<file path="config.mk">
export PLATFORM = sky130hd
export DESIGN_NAME = vdp_cpu_bridge
export DESIGN_NICKNAME = d
export VERILOG_FILES = /design/src/rtl/vdp_cpu_bridge.sv
export SDC_FILE = /design/constraint.sdc
export NUM_CORES = 1
export LEC_CHECK = 0
export ABC_AREA = 1
export CORE_AREA = 5 5 66 68
export DETAILED_ROUTE_END_ITERATION = 12
export DIE_AREA = 0 0 71 73
export GPL_TIMING_DRIVEN = 1
export PLACE_DENSITY = 0.82
export SLEW_MARGIN = 20
export SYNTH_ARGS = -nofsm -noshare
export SYNTH_HDL_FRONTEND = slang
export SYNTH_SLANG_ARGS = --single-unit
export TNS_END_PERCENT = 20
</file>
<file path="constraint.sdc">
create_clock -name clk -period 2.8 [get_ports clk]
set_clock_uncertainty 0.2 [all_clocks]
set_input_delay 0.56 -clock clk [delete_from_list [all_inputs] [get_ports clk]]
set_output_delay 0.56 -clock clk [all_outputs]
set_load 0.01 [all_outputs]
</file>
<file path="src/rtl/vdp_cpu_bridge.sv">
// Z80 -> VDP port bridge: synchronises and glitch-filters the raw I/O strobes and
// issues exactly one VDP request per CPU access. Optional ack handshake: VDP_BRIDGE_ACK_EN.
module vdp_cpu_bridge #(
   parameter int FILTER_LEN  = 3,
   parameter int ACK_TIMEOUT = 15
) (
   input  logic        clk,
   input  logic        reset_n,
   input  logic        csr_n,
   input  logic        csw_n,
   input  logic [1:0]  mode,
   input  logic [7:0]  cd_in,
   input  logic        ack,
   output logic        req,
   output logic        wrt,
   output logic [15:0] adr,
   output logic [7:0]  dbo,
   output logic        busy,
   output logic        protocol_err
);

   localparam int CW = 4;

`ifdef VDP_BRIDGE_ACK_EN
   typedef enum logic [1:0] {S_IDLE, S_ISSUE, S_WAIT_ACK, S_HOLD} state_t;
   logic [7:0] tmo_q, tmo_d;
`else
   typedef enum logic [1:0] {S_IDLE, S_ISSUE, S_HOLD} state_t;
   logic unused_ack;
   assign unused_ack = ack;
`endif

   state_t        state_q, state_d;
   logic [1:0]    raw;                 // [0] read strobe, [1] write strobe
   logic [1:0]    s1_q, s2_q, filt_q, filt_d;
   logic [CW-1:0] cnt_q [2];
   logic [CW-1:0] cnt_d [2];
   logic [1:0]    mode_s1_q, mode_s2_q;
   logic [7:0]    cd_s1_q, cd_s2_q;
   logic [15:0]   adr_q, adr_d;
   logic [7:0]    dbo_q, dbo_d;
   logic          wr_q, wr_d, err_q, err_d;

   assign raw = {csw_n, csr_n};

   // The counter tracks the first-stage sample so the filtered strobe lands
   // FILTER_LEN edges after it; the flip also needs the second stage to agree.
   always_comb begin
      for (int i = 0; i < 2; i++) begin
         cnt_d[i]  = '0;
         filt_d[i] = filt_q[i];
         if (s1_q[i] != filt_q[i]) begin
            if (cnt_q[i] >= CW'(FILTER_LEN - 1) && s2_q[i] != filt_q[i])
               filt_d[i] = ~filt_q[i];
            else if (cnt_q[i] < CW'(FILTER_LEN - 1))
               cnt_d[i] = cnt_q[i] + 1'b1;
            else
               cnt_d[i] = cnt_q[i];
         end
      end
   end

   always_comb begin
      state_d = state_q;
      adr_d   = adr_q;
      dbo_d   = dbo_q;
      wr_d    = wr_q;
      err_d   = 1'b0;
`ifdef VDP_BRIDGE_ACK_EN
      tmo_d   = tmo_q;
`endif
      case (state_q)
         S_IDLE: begin
            if (filt_q == 2'b00) begin
               err_d   = 1'b1;
               state_d = S_HOLD;
            end else if (filt_q != 2'b11) begin
               adr_d   = {14'b0, mode_s2_q};
               wr_d    = ~filt_q[1];
               if (~filt_q[1]) dbo_d = cd_s2_q;
               state_d = S_ISSUE;
            end
         end
`ifdef VDP_BRIDGE_ACK_EN
         S_ISSUE: begin
            tmo_d   = '0;
            state_d = S_WAIT_ACK;
         end
         S_WAIT_ACK: begin
            if (ack) begin
               state_d = S_HOLD;
            end else if (tmo_q >= 8'(ACK_TIMEOUT - 1)) begin
               err_d   = 1'b1;
               state_d = S_HOLD;
            end else begin
               tmo_d = tmo_q + 8'd1;
            end
         end
`else
         S_ISSUE: state_d = S_HOLD;
`endif
         S_HOLD: if (filt_q == 2'b11) state_d = S_IDLE;
         default: state_d = S_IDLE;
      endcase
   end

   always_ff @(posedge clk) begin
      if (!reset_n) begin
         s1_q      <= 2'b11;
         s2_q      <= 2'b11;
         filt_q    <= 2'b11;
         cnt_q[0]  <= '0;
         cnt_q[1]  <= '0;
         mode_s1_q <= '0;
         mode_s2_q <= '0;
         cd_s1_q   <= '0;
         cd_s2_q   <= '0;
         state_q   <= S_IDLE;
         adr_q     <= '0;
         dbo_q     <= '0;
         wr_q      <= 1'b0;
         err_q     <= 1'b0;
`ifdef VDP_BRIDGE_ACK_EN
         tmo_q     <= '0;
`endif
      end else begin
         s1_q      <= raw;
         s2_q      <= s1_q;
         filt_q    <= filt_d;
         cnt_q[0]  <= cnt_d[0];
         cnt_q[1]  <= cnt_d[1];
         mode_s1_q <= mode;
         mode_s2_q <= mode_s1_q;
         cd_s1_q   <= cd_in;
         cd_s2_q   <= cd_s1_q;
         state_q   <= state_d;
         adr_q     <= adr_d;
         dbo_q     <= dbo_d;
         wr_q      <= wr_d;
         err_q     <= err_d;
`ifdef VDP_BRIDGE_ACK_EN
         tmo_q     <= tmo_d;
`endif
      end
   end

`ifdef VDP_BRIDGE_ACK_EN
   assign req = (state_q == S_ISSUE) || (state_q == S_WAIT_ACK);
`else
   assign req = (state_q == S_ISSUE);
`endif
   assign wrt          = req & wr_q;
   assign adr          = adr_q;
   assign dbo          = dbo_q;
   assign busy         = (state_q != S_IDLE);
   assign protocol_err = err_q;

endmodule

</file>
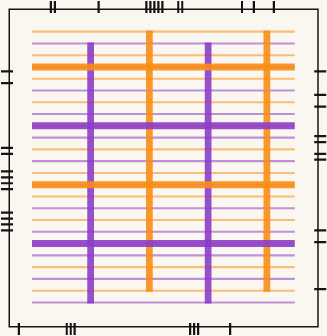
Figure 1: run 1, power grid.
Pins as bars on the die edge.
Orange stands for VDD. Purple stands for VSS.
The core has 23 rows. 43 signal pins sit on the boundary.
standard cell core area: 3799 sq um
VDD IR max: 0.2582 mV
Die Ht: 73 um
horizontal die dimension: 71 um

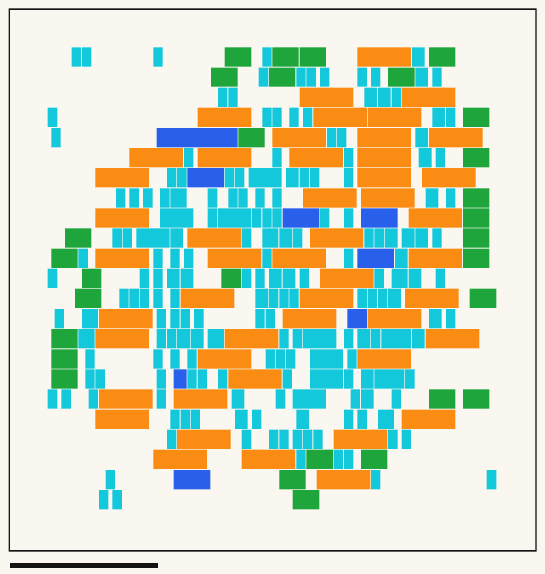
Figure 2: run 1, cells colored by class.
The bar under the picture is 20 um long.
Cyan stands for remaining logic cells, cells 192. Orange stands for registers, cells 48. Blue stands for clock drivers and dummy loads, cells 8. Green stands for remaining buffers and delay cells, cells 29.
Row Count: 23
Layout Utilization: 60.11%
flip-flop and latch share of the layout cell area: 42.08%
final std cell area, no fill: 2283 sq um

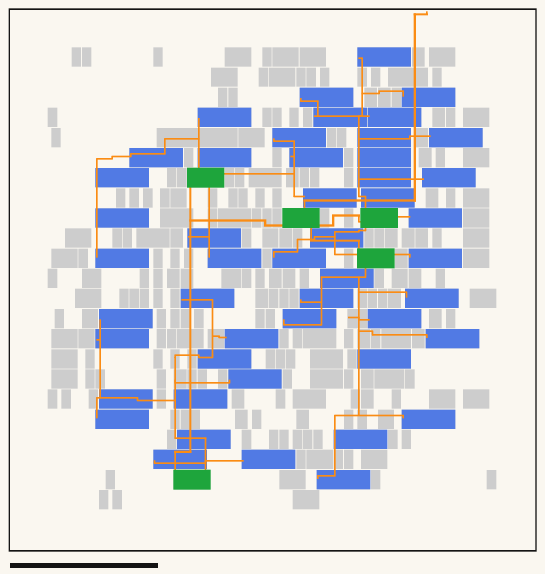
Figure 3: run 1, routed clock nets over the placement.
The bar under the picture is 20 um long.
Orange stands for clock wires, length 476 um. Green stands for clock-net drivers, count 5. Blue stands for flip-flops, count 48.
There are 6 routed clock nets.
clock latency of the later-clocked register in the worst-skew pair: 0.29 ns
clock-net power: 482 uW
clock network fraction of design power: 38.3%

==> Changelog: implementation, run 1 <==
## Flow update

- Outcome: completed
- Start-to-end type of the worst setup path: reg -> out
- Largest incremental delay on the critical path: 0.54 ns
- Final count of negative-setup-slack endpoints: 0
- Number of warning messages in the yosys log: 0
- Number of instances resized during post-cts repair: 0
- Residual antenna-violating net count after detailed routing: 0
- CTS tree: done
- Avg Cell Area, Syn: 7.757 sq um
- Unrepaired setup endpoints after global routing: false
- Vias in the first global route: 1260
- Worst reg2reg startpoint: filt_q[0]$_SDFFE_PN1P_
- Fin crit period: 2.235 ns
- Violation count after the first detailed-route iteration: 72
- Number of hold buffers added after cts: 0
- Average wire length per cell after detail routing: 8.869 um
- Family with the most delay on the worst path: buffers and inverters
- Area of the mapped netlist: 1901 sq um
- First drt pass iteration count: 4
- Logic area: 683.2 sq um
- Post-layout net count: 299
- Max-slew violation count: 0
- R2R setup slack: 1.27 ns
- Antenna Cells: 0
- Total number of warnings across the stage logs: 32
- Smallest hold slack: 0.2089 ns
- Leakage power: 0.001187 uW
- PnR Total Power: 1259 uW
- Count of non-filler cells in the finished layout: 327
- Seq share, synth: 50.56%
- Clock sinks: 48
- Capture point of the critical path: wrt
- Fraction of layout cells with a size suffix above 1: 6.859%
- Endpoint of the worst hold-timing path: cd_s2_q[5]$_SDFF_PN0_
- Critical Path RT: 2.04 ns
- Capture point of the worst reg-to-reg path: adr[1]$_SDFFE_PN0P_
- Summed negative setup slack over all endpoints: 0 ns
- CTS HTree Levels: 2
- Final critical-path share of the clock period: 79.83%
- Die footprint: 5183 sq um
- Clock-pin slew of the registers on the worst-case setup and hold paths: 0.09 ns
- Inserted Clock Buffers: 5
- Yosys Chip Area: 1901 sq um
- Buffers from clock root to sink, at most: 2
- Depth of the worst hold-timing path: 2
- Number of instances in the placed design: 319
- Type of origin of the critical path: register
- Via count: 1391
- Placed wire-length estimate after detailed placement: 2.196 mm
- Arrival @ worst endpoint: 1.48 ns
- Maximum Capacitance Violations: 0
- Number of ports placed on the die boundary: 43
- Final Hold Viols: 0
- Register-to-Register Path Depth: 6
- Critical path capture point type: output port
- Startpoint of the worst setup timing path: state_q[1]$_SDFFE_PN0P_
- Residual DRC: 0
- Critical Path, Cell by Cell: inv_1, nand2_1, nor2_1, clkdlybuf4s50_1
- Total stage count of the critical path: 4
- FF+latch count, synth: 48
- Number of unique standard cell types used by synthesis: 17
- PnR worst setup slack: 0.5646 ns
- Number of antenna violations at the first check in global routing: 0
- Sequential cell area: 960.9 sq um
- Setup Fix Bufs, Post-CTS: 0
- Remaining global-route overflow: 0
- Cells after synthesis: 245
- Placed standard-cell area: 2172 sq um
- Area grow syn2layout: 20.14%
- Largest net degree at the start of global routing: 16
- Layout fillers: 341
- Total Wirelength: 2.900 mm
- Slowest cell on the critical path: sky130_fd_sc_hd__clkdlybuf4s50_1
- First-pass GRT wire length: 5.085 mm
- Detail-routed via count per cell: 4.254
- Core Util at FP: 50.03%
- Count of buffer and inverter cells on the critical path: 2
- Hold path start: cd_s1_q[5]$_SDFF_PN0_
- Critical Path Fanout Max: 4
- Type of the worst min-delay path: reg -> reg
- Most common logic cells in the final layout: sky130_fd_sc_hd__nand2_1 (57), sky130_fd_sc_hd__dfxtp_1 (48), sky130_fd_sc_hd__inv_1 (47)
- Worst slack, placed: 0.8801 ns
- Count of port buffers added during placement: 27
- Maximum operating frequency: 0.4474 GHz
- Gr usage total: 12.28%
- Cell count listed in synth_stat.txt: 245
- Power per cell area: 551.3 nW/um^2
- Routability-driven placement congestion ratio: 0.7134
- Commonest non-fill, non-tap cell in the layout: sky130_fd_sc_hd__nand2_1
- CTS root buffer: sky130_fd_sc_hd__clkbuf_8
## run 1: worst reg2reg max path, cell delays in order (launching register included)
cell and delay (ns):
sky130_fd_sc_hd__dfxtp_1 0.46, sky130_fd_sc_hd__inv_1 0.13, sky130_fd_sc_hd__ha_1 0.30, sky130_fd_sc_hd__nand2_1 0.12, sky130_fd_sc_hd__inv_1 0.08, sky130_fd_sc_hd__nor2_1 0.09
sky130_fd_sc_hd__nor2_1 0.05
## run 1: cell families after synthesis
kind of cell | count (synthesis) | synth area share [%]
AND-OR/OR-AND | 13 | 3.489
other | 1 | 0.1973
AND/OR/NAND/NOR | 109 | 24.42
buffers and inverters | 66 | 16.06
flip-flops | 48 | 50.56
adder cells (fa/ha/maj) | 8 | 5.267
## run 1: cell usage after synthesis, drive strengths merged
cell type	instances	area [sq um]
a21oi	8	40.04
a31oi	1	6.260
buf	18	125.1
conb	1	3.750
dfxtp	48	960.9
ha	8	100.1
inv	48	180.2
nand2	58	220.2
nand3	20	100.1
nor2	28	125.1
o21ai	4	20.02
or2	3	18.77
## run 1: cell type report
class                   instances  area share (%)
clock buffers                   5           3.014
clock inverters                 3           1.863
inverters                      48           7.890
multi-input cells             144           29.92
flip-flops and latches         48           42.08
well taps                      50           2.740
repair buffers                 29           12.49
## run 1: layer usage
layer  global-route usage [%]  up-vias  share of wire (%)
li1                         -      756                  -
met1                    12.92      598                 42
met2                    22.55       32                 50
met3                    2.893        5                5.9
met4                    6.681        0                2.1
met5                        0        -                  0
## run 1: power by group
| part | internal, uW | switching (uW) | total [uW] |
|---|---|---|---|
| clock | 264 | 218 | 482 |
| sequential | 701 | 7.08 | 708 |
| combinational | 31.5 | 38.0 | 69.6 |
==> inputs of run 2 (changes only) <==
--- a/config.mk
+++ b/config.mk
@@ -6,11 +6,11 @@
 export NUM_CORES = 1
 export LEC_CHECK = 0
 export ABC_AREA = 1
-export CORE_AREA = 5 5 66 68
+export CORE_AREA = 5 5 72 74
 export DETAILED_ROUTE_END_ITERATION = 12
-export DIE_AREA = 0 0 71 73
+export DIE_AREA = 0 0 77 79
 export GPL_TIMING_DRIVEN = 1
-export PLACE_DENSITY = 0.82
+export PLACE_DENSITY = 0.73
 export SLEW_MARGIN = 20
 export SYNTH_ARGS = -nofsm -noshare
 export SYNTH_HDL_FRONTEND = slang
==> constraint.sdc (replaced) <==
create_clock -name clk -period 1.9 [get_ports clk]
set_clock_uncertainty 0.2 [all_clocks]
set_input_delay 0.38 -clock clk [delete_from_list [all_inputs] [get_ports clk]]
set_output_delay 0.38 -clock clk [all_outputs]
set_load 0.01 [all_outputs]
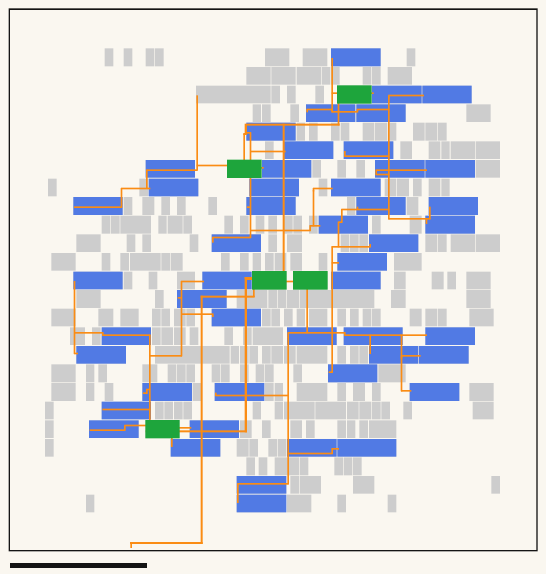
Figure 4: run 2, routed clock nets over the placement.
The bar under the picture is 20 um long.
Green stands for clock-net drivers, count 5. Blue stands for flip-flops, count 48. Orange stands for clock wires, length 543 um.
There are 6 routed clock nets.
clock-net power: 988 uW
clock latency of the later-clocked register in the worst-skew pair: 0.30 ns
clock network fraction of design power: 46.3%

==> Changelog: implementation, run 2 <==
## Flow update

- Outcome: completed
- Type of origin of the critical path: register
- Family with the most delay on the worst path: buffers and inverters
- Maximum Capacitance Violations: 0 (unchanged)
- Share of power burned in registers: 48.8% (-7.4 points)
- Arrival @ worst endpoint: 1.18 ns (-0.30 ns)
- First-pass GRT wire length: 5.002 mm (-1.6%)
- Smallest hold slack: 0.2108 ns (+0.001915 ns)
- CTS HTree Levels: 2 (unchanged)
- Capture point of the critical path: dbo[2]
- R2R setup slack: 0.39 ns (-0.88 ns)
- Layout fillers: 433 (+27%)
- Setup Fix Bufs, Post-CTS: 0 (unchanged)
- Critical Path RT: 1.32 ns (-0.72 ns)
- Number of instances in the placed design: 324 (+1.6%)
- Buffers from clock root to sink, at most: 2 (unchanged)
- Top area cell types: sky130_fd_sc_hd__dfxtp_1 (51%), sky130_fd_sc_hd__nand2_1 (11%), sky130_fd_sc_hd__inv_1 (9.3%), sky130_fd_sc_hd__buf_4 (5.5%), sky130_fd_sc_hd__ha_1 (5.3%)
- Critical path capture point type: output port
- Max-slew violation count: 0 (unchanged)
- Start-to-end type of the worst setup path: reg -> out
- Via count: 1418 (+1.9%)
- Worst reg2reg startpoint: filt_q[1]$_SDFFE_PN1P_
- Fin crit period: 1.759 ns
- Total stage count of the critical path: 1 (-3)
- Layout Utilization: 51.86% (-8.2 points)
- Routability-driven placement congestion ratio: 0.7355 (+3.1%)
- Row Count: 25 (+8.7%)
- Register-to-Register Path Depth: 7 (+1)
- Summed negative setup slack over all endpoints: 0 ns (unchanged)
- Count of port buffers added during placement: 27 (unchanged)
- Final Hold Viols: 0 (unchanged)
- Average wire length per cell after detail routing: 9.051 um (+2.1%)
- VDD IR max: 0.4889 mV (+89%)
- Largest area contributor in the synthesized netlist: sky130_fd_sc_hd__dfxtp_1
- Most frequent cells after synthesis: sky130_fd_sc_hd__nand2_1 (57), sky130_fd_sc_hd__dfxtp_1 (48), sky130_fd_sc_hd__inv_1 (47)
- PnR Total Power: 2133 uW (+69%)
- Final std cell area, no fill: 2352 sq um (+3.0%)
- Number of ports placed on the die boundary: 43 (unchanged)
- Logic area: 688.2 sq um (+0.73%)
- Final count of negative-setup-slack endpoints: 0 (unchanged)
- Type of the worst min-delay path: reg -> reg
- Horizontal die dimension: 77 um (+8.5%)
- Final critical-path share of the clock period: 92.56%
- Capture point of the worst reg-to-reg path: dbo[7]$_SDFFE_PN0P_
- Residual DRC: 0 (unchanged)
- Cell count listed in synth_stat.txt: 245 (unchanged)
- Leakage power: 0.001235 uW (+4.0%)
- Area grow syn2layout: 23.77%
- First drt pass iteration count: 4 (unchanged)
- Share of async-settable or async-resettable flops after synthesis: 0% (unchanged)
- CTS root buffer: sky130_fd_sc_hd__clkbuf_8
- Clock sinks: 48 (unchanged)
- Largest incremental delay on the critical path: 0.54 ns (about the same)
- Combinational cell fraction of total power: 4.9% (-0.6 points)
- CTS tree: done
- Number of unique standard cell types used by synthesis: 17 (unchanged)
- Critical Path, Cell by Cell: clkdlybuf4s50_1
- Area of the mapped netlist: 1901 sq um (unchanged)
- Placed wire-length estimate after detailed placement: 2.220 mm (+1.1%)
- Power per cell area: 906.8 nW/um^2 (+64%)
- Detail-routed via count per cell: 4.271 (+0.41%)
- Primary FF master, synth: sky130_fd_sc_hd__dfxtp_1
- Slowest cell on the critical path: sky130_fd_sc_hd__clkdlybuf4s50_1
- Number of instances resized during post-cts repair: 8 (+8)
- Sequential cell area: 968.4 sq um (+0.78%)
- PnR worst setup slack: 0.1414 ns (-0.4232 ns)
- Yosys Chip Area: 1901 sq um (unchanged)
- Residual antenna-violating net count after detailed routing: 0 (unchanged)
- Placed standard-cell area: 2185 sq um (+0.58%)
- Avg Cell Area, Syn: 7.757 sq um (unchanged)
- Largest net degree at the start of global routing: 17 (+1)
- Fraction of layout cells with a size suffix above 1: 7.914% (+1.1 points)
- Seq share, synth: 50.56% (unchanged)
- Count of non-filler cells in the finished layout: 332 (+1.5%)
- Post-layout net count: 300 (+0.33%)
- Die Ht: 79 um (+8.2%)
- Count of buffer and inverter cells on the critical path: 1 (-1)
- Gr usage total: 10.27% (-2.0 points)
- Maximum operating frequency: 0.5686 GHz
- Remaining global-route overflow: 0 (unchanged)
- Total Wirelength: 3.005 mm (+3.6%)
- Unrepaired setup endpoints after global routing: false
- Internal: 1735 uW (+74%)
- Core Util at FP: 41.90% (-8.1 points)
- Inserted Clock Buffers: 5 (unchanged)
- Vias in the first global route: 1230 (-2.4%)
- Cells after synthesis: 245 (unchanged)
- Commonest non-fill, non-tap cell in the layout: sky130_fd_sc_hd__nand2_1
- Startpoint of the worst setup timing path: dbo[2]$_SDFFE_PN0P_
- Die footprint: 6083 sq um (+17%)
- Switching power of the nets: 398.1 uW (+52%)
- Count of library flops with an enable pin: 0 (unchanged)
- Standard cell core area: 4536 sq um (+19%)
- Worst slack, placed: 0.1731 ns (-0.7070 ns)
- Switching share of power: 18.66% (-2.2 points)
- Number of warning messages in the yosys log: 0 (unchanged)
- Largest type area fraction: 50.56% (unchanged)
- Violation count after the first detailed-route iteration: 34 (-53%)
- Critical Path Fanout Max: 2 (-2)
- FF+latch count, synth: 48 (unchanged)
- Antenna Cells: 0 (unchanged)
- Leading cell type by number of instances after synthesis: sky130_fd_sc_hd__nand2_1
- Total number of warnings across the stage logs: 32 (unchanged)
- Number of antenna violations at the first check in global routing: 0 (unchanged)
- Number of hold buffers added after cts: 0 (unchanged)
- Clock-pin slew of the registers on the worst-case setup and hold paths: 0.09 ns (about the same)
- Most common logic cells in the final layout: sky130_fd_sc_hd__nand2_1 (57), sky130_fd_sc_hd__inv_1 (47), sky130_fd_sc_hd__dfxtp_1 (46)
==> run 2: power groups by stage <==
stage	Clock [uW]	Sequential, uW	Combinational, uW
after global placement	0	1070	103
after CTS	1010	1040	105
final	988	1040	104
after floorplan	0	1060	84.3
after global routing	1050	1040	120
after detailed placement	0	1070	104
==> run 2: worst min path at each step <==
stage	from	end	slack, ns	depth (start not counted)
floorplan	cd_s1_q[0]$_SDFF_PN0_	cd_s2_q[0]$_SDFF_PN0_	0.19	2
global placement	cd_s1_q[1]$_SDFF_PN0_	cd_s2_q[1]$_SDFF_PN0_	0.19	2
detailed placement	cd_s1_q[5]$_SDFF_PN0_	cd_s2_q[5]$_SDFF_PN0_	0.20	2
CTS	cd_s1_q[5]$_SDFF_PN0_	cd_s2_q[5]$_SDFF_PN0_	0.22	2
global route	cd_s1_q[5]$_SDFF_PN0_	cd_s2_q[5]$_SDFF_PN0_	0.24	2
finish	cd_s1_q[3]$_SDFF_PN0_	cd_s2_q[3]$_SDFF_PN0_	0.21	2
==> run 2: area by class of cell <==
type	count	share of cell area [%]
sequential	48	41.17
tap	54	2.872
multi-input combinational	144	29.26
inverter	48	7.660
clock inverter	3	3.830
clock buffer	5	2.926
timing repair buffer	30	12.29
==> run 2: metal layers <==
metal  up-vias  global-route usage (%)  wire [um]
li1        758                       -          -
met1       622                   10.68       1315
met2        32                   17.91       1421
met3         6                   3.401        188
met4         0                   6.186         80
met5         -                       0          0
==> run 2: cells by family after synthesis <==
group                      Yosys count  synth area share (%)
DFF                                 48                 50.56
buffers and inverters               66                 16.06
other                                1                0.1973
adders and majority gates            8                 5.267
and+or+nand+nor                    109                 24.42
AOI/OAI and AO/OA                   13                 3.489
==> inputs of run 3 (changes only) <==
--- a/config.mk
+++ b/config.mk
@@ -6,11 +6,11 @@
 export NUM_CORES = 1
 export LEC_CHECK = 0
 export ABC_AREA = 1
-export CORE_AREA = 5 5 72 74
+export CAP_MARGIN = 20
+export CORE_AREA = 5 5 77 79
 export DETAILED_ROUTE_END_ITERATION = 12
-export DIE_AREA = 0 0 77 79
+export DIE_AREA = 0 0 82 84
 export GPL_TIMING_DRIVEN = 1
-export PLACE_DENSITY = 0.73
 export SLEW_MARGIN = 20
 export SYNTH_ARGS = -nofsm -noshare
 export SYNTH_HDL_FRONTEND = slang
==> Changelog: implementation, run 3 <==
## Flow update

- Type of origin of the critical path: register
- PnR Total Power: 1877 uW (-12%)
- Unrepaired setup endpoints after global routing: false
- Core Util at FP: 36.06% (-5.8 points)
- Share of async-settable or async-resettable flops after synthesis: 0% (unchanged)
- Placed standard-cell area: 2207 sq um (+1.0%)
- First-pass GRT wire length: 5.271 mm (+5.4%)
- Count of buffer and inverter cells on the critical path: 2 (+1)
- Startpoint of the worst setup timing path: state_q[1]$_SDFFE_PN0P_
- Layout fillers: 570 (+32%)
- Register-to-Register Path Depth: 6 (-1)
- Critical Path RT: 1.32 ns (about the same)
- Maximum Capacitance Violations: 0 (unchanged)
- Share of power burned in registers: 55.4% (+6.6 points)
- Fin crit period: 1.757 ns (-0.001670 ns)
- Clock latency of the later-clocked register in the worst-skew pair: 0.30 ns (about the same)
- Type of the worst min-delay path: reg -> reg
- Most frequent cells after synthesis: sky130_fd_sc_hd__nand2_1 (57), sky130_fd_sc_hd__dfxtp_1 (48), sky130_fd_sc_hd__inv_1 (47)
- Vias in the first global route: 1245 (+1.2%)
- Detail-routed via count per cell: 3.911 (-8.4%)
- Area of the mapped netlist: 1901 sq um (unchanged)
- Power of the sequential group: 1040 uW (about the same)
- Residual DRC: 0 (unchanged)
- Slowest cell on the critical path: sky130_fd_sc_hd__dfxtp_4
- Outcome: completed
- PnR worst setup slack: 0.1431 ns (+0.001670 ns)
- Total Wirelength: 2.941 mm (-2.1%)
- Commonest non-fill, non-tap cell in the layout: sky130_fd_sc_hd__nand2_1
- Routability-driven placement congestion ratio: 0.7305 (-0.68%)
- Number of unique standard cell types used by synthesis: 17 (unchanged)
- Maximum operating frequency: 0.5692 GHz (about the same)
- Switching power of the nets: 402.9 uW (+1.2%)
- Largest area contributor in the synthesized netlist: sky130_fd_sc_hd__dfxtp_1
- Clock sinks: 48 (unchanged)
- Total number of warnings across the stage logs: 32 (unchanged)
- Clock-net power: 734 uW (-26%)
- Count of non-filler cells in the finished layout: 350 (+5.4%)
- Family with the most delay on the worst path: flip-flops
- Leading cell type by number of instances after synthesis: sky130_fd_sc_hd__nand2_1
- Placed wire-length estimate after detailed placement: 2.271 mm (+2.3%)
- Buffers from clock root to sink, at most: 2 (unchanged)
- Clock-pin slew of the registers on the worst-case setup and hold paths: 0.09 ns (about the same)
- Number of ports placed on the die boundary: 43 (unchanged)
- Average wire length per cell after detail routing: 8.403 um (-7.2%)
- Number of instances in the placed design: 342 (+5.6%)
- First drt pass iteration count: 4 (unchanged)
- Antenna Cells: 0 (unchanged)
- Row Count: 27 (+8.0%)
- Dominant power group: sequential cells
- Largest incremental delay on the critical path: 0.38 ns (-0.16 ns)
- CTS tree: done
- Largest type area fraction: 50.56% (unchanged)
- Top area cell types: sky130_fd_sc_hd__dfxtp_1 (51%), sky130_fd_sc_hd__nand2_1 (11%), sky130_fd_sc_hd__inv_1 (9.3%), sky130_fd_sc_hd__buf_4 (5.5%), sky130_fd_sc_hd__ha_1 (5.3%)
- Max-slew violation count: 0 (unchanged)
- Switching share of power: 21.47% (+2.8 points)
- CTS HTree Levels: 2 (unchanged)
- Die footprint: 6888 sq um (+13%)
- Critical path capture point type: output port
- Most common logic cells in the final layout: sky130_fd_sc_hd__nand2_1 (57), sky130_fd_sc_hd__inv_1 (47), sky130_fd_sc_hd__dfxtp_1 (46)
- R2R setup slack: 0.39 ns (about the same)
- Count of library flops with an enable pin: 0 (unchanged)
- Final std cell area, no fill: 2331 sq um (-0.90%)
- Number of warning messages in the yosys log: 0 (unchanged)
- Clock network fraction of design power: 39.1% (-7.2 points)
- Count of port buffers added during placement: 27 (unchanged)
- Leakage power: 0.001211 uW (-1.9%)
- Critical Path Fanout Max: 4 (+2)
- Worst slack, placed: 0.1649 ns (-0.008139 ns)
- Final count of negative-setup-slack endpoints: 0 (unchanged)
- Capture point of the worst reg-to-reg path: adr[0]$_SDFFE_PN0P_
- Worst reg2reg startpoint: filt_q[0]$_SDFFE_PN1P_
- Remaining global-route overflow: 0 (unchanged)
- Total stage count of the critical path: 4 (+3)
- Cells after synthesis: 245 (unchanged)
- Power per cell area: 805.1 nW/um^2 (-11%)
- Internal: 1474 uW (-15%)
- Combinational cell fraction of total power: 5.5% (+0.6 points)
- Post-layout net count: 300 (unchanged)
- Largest net degree at the start of global routing: 19 (+2)
run 3: cell counts after synthesis:
Identical to the previous run, type by type.
run 3: worst min-delay path by stage:
stage | start | to | slack (ns) | cells after the start
floorplan | cd_s1_q[0]$_SDFF_PN0_ | cd_s2_q[0]$_SDFF_PN0_ | 0.19 | 2
global placement | cd_s1_q[1]$_SDFF_PN0_ | cd_s2_q[1]$_SDFF_PN0_ | 0.20 | 2
detailed placement | cd_s1_q[2]$_SDFF_PN0_ | cd_s2_q[2]$_SDFF_PN0_ | 0.20 | 2
CTS | cd_s1_q[2]$_SDFF_PN0_ | cd_s2_q[2]$_SDFF_PN0_ | 0.22 | 2
global route | mode_s1_q[0]$_SDFF_PN0_ | mode_s2_q[0]$_SDFF_PN0_ | 0.23 | 2
finish | mode_s1_q[0]$_SDFF_PN0_ | mode_s2_q[0]$_SDFF_PN0_ | 0.21 | 2
run 3: final cells by class:
| class | count | area, sq um | share of cell area (%) |
|---|---|---|---|
| timing repair buffer | 30 | 289.0 | 12.40 |
| multi-input combinational | 144 | 688.2 | 29.52 |
| tap | 72 | 90.09 | 3.865 |
| clock buffer | 5 | 68.82 | 2.952 |
| sequential | 48 | 968.4 | 41.55 |
| inverter | 48 | 180.2 | 7.729 |
| clock inverter | 3 | 46.29 | 1.986 |
run 3: cells by family after synthesis:
group           share of synthesized area [%]
simple gates                            24.42
buf+inv                                 16.06
flops                                   50.56
compound gates                          3.489
fa+ha+maj                               5.267
other cells                            0.1973
run 3: repair_timing:
item | 4_1_cts | 5_1_grt
buffers inserted | 0 | 0
hold buffers | 0 | 0
resized | 8 | 0
setup endpoints to repair | 3 | 0
run 3: metal layers:
layer	up-vias	share of wire, %	track usage, %
met4	0	2.7	5.438
met5	-	0	0
met3	5	5.7	3.024
met1	580	44	11.78
met2	28	47	15.36
li1	756	-	-
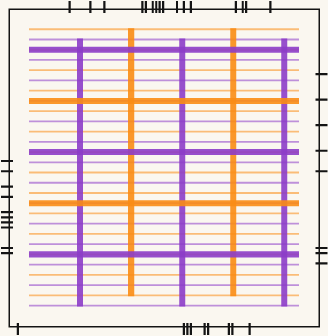
Figure 5: run 3, power grid.
Pins as bars on the die edge.
Die Ht: 84 um
VDD IR max: 0.2873 mV
horizontal die dimension: 82 um
standard cell core area: 5270 sq um


## Gallery

Metal layers overlaid.
Only two layers are drawn.
picture 1
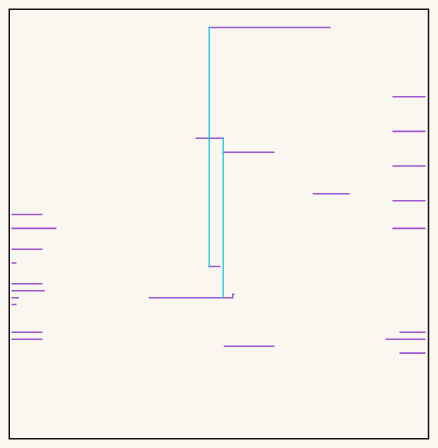
picture 2
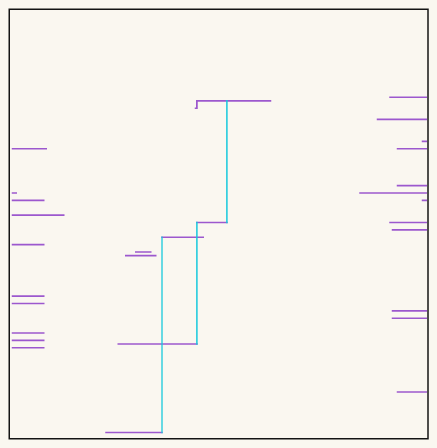
picture 3
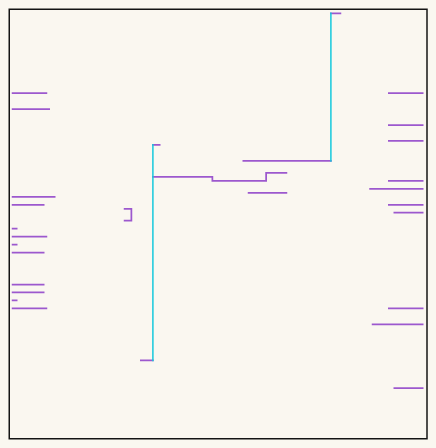
- picture 1 = run 3
- picture 2 = run 2
- picture 3 = run 1

No activity file was given, so power comes from the tool's default toggle rates.
